==> config.mk <==
export PLATFORM = sky130hd
export DESIGN_NAME = intersection_controller
export DESIGN_NICKNAME = d
export VERILOG_FILES = /design/src/rtl/intersection_pkg.sv /design/src/rtl/violation_monitor.sv /design/src/rtl/intersection_controller.sv
export SDC_FILE = /design/constraint.sdc
export NUM_CORES = 1
export LEC_CHECK = 0
export CELL_PAD_IN_SITES_DETAIL_PLACEMENT = 0
export CELL_PAD_IN_SITES_GLOBAL_PLACEMENT = 1
export CORE_ASPECT_RATIO = 1.4
export CORE_MARGIN = 2
export CORE_UTILIZATION = 30
export CTS_CLUSTER_DIAMETER = 60
export DETAILED_ROUTE_END_ITERATION = 7
export HOLD_SLACK_MARGIN = 0.1
export PLACE_DENSITY_LB_ADDON = 0.08
export SLEW_MARGIN = 20
export SYNTH_ARGS = -nofsm -noshare
export SYNTH_HDL_FRONTEND = slang
export SYNTH_SLANG_ARGS = --single-unit
==> constraint.sdc <==
create_clock -name CLK -period 8.3 [get_ports CLK]
set_clock_uncertainty 0.1 [all_clocks]
set_input_delay 1.66 -clock CLK [delete_from_list [all_inputs] [get_ports CLK]]
set_output_delay 1.66 -clock CLK [all_outputs]
set_load 0.02 [all_outputs]
Fig. 1: congestion heat map
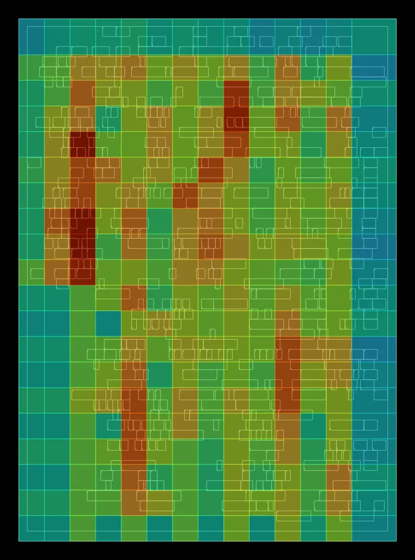
Total GRT Usage: 15.8%
GR Layer Usage met3: 3.12%
routed len/inst: 16.6 µm

Fig. 2: metal 2
The bar under the picture is 20 µm long. Cells faint in the background.
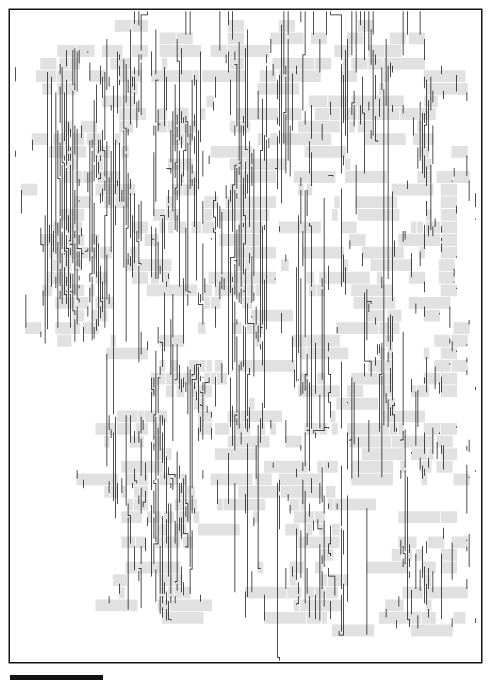
- main direction: vertical
- nets with wire on the layer: 450
via count: 3467
Routed WL: 11200 µm
grt met2 use: 27.5%

Fig. 3: met1 routing
The bar under the picture is 20 µm long. Supply wires on this layer in gray. Cells faint in the background.
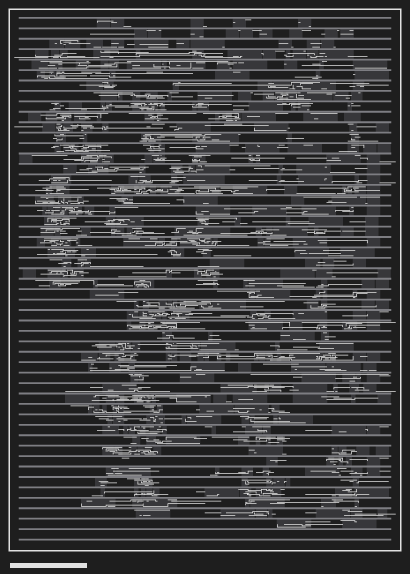
- share of all routed wire: 43%
- nets with wire on the layer: 464
- longest straight run: 35.9 µm
- wire length on this layer: 4740 µm
- main direction: horizontal
grt met1 use: 18.6%

==> qor.txt <==
# diodes: 0
Place WS: 3.10 ns
Status: finished, final reports clean
Fin Hold WS: 0.359 ns
Slew Limit Fails: 0
Fin util: 38.9%
Mapped Avg Cell Area: 9.59 µm²
Core area: 0.0132 mm²
Synth async-reset ratio: 100%
Final Cycle Share: 59.3%
Die Area: 0.0143 mm²
CP Data Arrival Time: 5.04 ns
Vias in the first global route: 3326
I/O Pins: 73
RSZ-0062 raised after global routing: no
Max reg flops: 16
GP Congestion: 0.824
Initial antenna violation count: 0
Startpoint types: input pin
Late-Pin Clk Latency: 0.34 ns
Pre-antenna DRT Iters: 4
Die width: 102 µm
Total grt overflow: 0
Dominant cell area share: 44.3%
Number of cells in Yosys stat: 418
Hold Crit Depth: 1
Hold violation total from the final report: 0
VDD IR max: 0.116 mV
TritonCTS Buffers: 9
Largest net degree at the start of global routing: 74
Chip Height: 141 µm
Crit Path Category: input pin to register
FF-to-FF path depth: 13
Fmax: 203 MHz
Log Warnings: 32
Dpl hpwl: 8360 µm
Post-CTS Setup Inserts: 0
WP data required: 8.42 ns
Pwr dens: 273 mW/mm²
First-pass GRT wire length: 17500 µm
Worst-path clk slew: 0.06 ns
H-tree depth: 3
Synth cell types: 73
Static Leakage: 0.00212 µW
Period minus WS final: 4.92 ns
Layout cells sized above 1: 5.94%
Tot Pwr: 1400 µW
CTS resizes: 0
Mapped Cells: 418
## kinds of logic after synthesis
kind of cell    count (synthesis)  synth area share [%]
simple gates                  163                  20.4
compound gates                112                  20.0
flops                          73                  45.6
buf+inv                        31                  3.71
xor+xnor                       18                  3.93
fa+ha+maj                      14                  4.37
mux                             7                  1.90
## cell usage in the layout (no fill, tap or decap), types with 10 or more instances in the layout
cell and count:
dfrtp_1 71, clkdlybuf4s50_1 71, nor2_1 51, nand2_1 30, a21oi_1 23, nand3_1 19, nor3_1 16, ha_1 14
inv_1 12, o21ai_0 12, a31oi_1 11, xnor2_1 10
## critical path, cell delays in order
cell and delay (ns):
clkdlybuf4s50_1 0.45, nor3_1 0.64, nand3_1 0.25, nand3_1 0.18
o211a_1 0.35, mux2i_1 0.23, o211ai_1 0.14, o221a_4 0.32
inv_1 0.16, a31oi_1 0.25, a2111oi_2 0.40
## Yosys cell counts, types with 3 or more instances
library cell / n
a211oi_1: 6
nor2b_1: 3
ha_1: 14
buf_4: 4
a22o_1: 3
and4_1: 3
xnor2_1: 10
clkbuf_1: 10
a31oi_1: 11
nor3_1: 16
nand2b_1: 5
o21ai_1: 7
mux2_2: 4
a22oi_1: 4
o22a_1: 3
nand4_1: 4
a21o_1: 3
nor2_1: 51
a21oi_1: 23
or3_1: 3
inv_1: 12
o211ai_1: 6
and3_1: 7
and2_1: 5
o21a_1: 3
nand3_1: 19
nand2_1: 30
dfrtp_1: 71
xor2_1: 8
o21ai_0: 12
## power breakdown
group          internal, µW  total, µW  switching (µW)
clock                   234        378             144
sequential              419        496            77.1
combinational           232        527             295
## layout make-up
class                      count  area [µm²]
clock buffer                  14         244
clock inverter                 2        38.8
fill                        1350        8060
inverter                      13        48.8
multi-input combinational    314        2030
sequential                    73        1830
tap                          182         228
timing repair buffer          72         718
## routing by layer
layer / global-route usage (%) / up-vias / share of wire [%]
met5: 0 / - / 0
met2: 27.5 / 88 / 51
met4: 6.61 / 0 / 2.5
met3: 3.12 / 15 / 4.1
li1: - / 1650 / -
met1: 18.6 / 1714 / 43
## metrics by stage
step                area, µm²  instances
CTS                      5140        670
finish                   5140        670
floorplan                4010        418
global placement         4850        654
detailed placement       4850        654
global route             5140        670
Power is estimated from default activity; no workload was simulated.
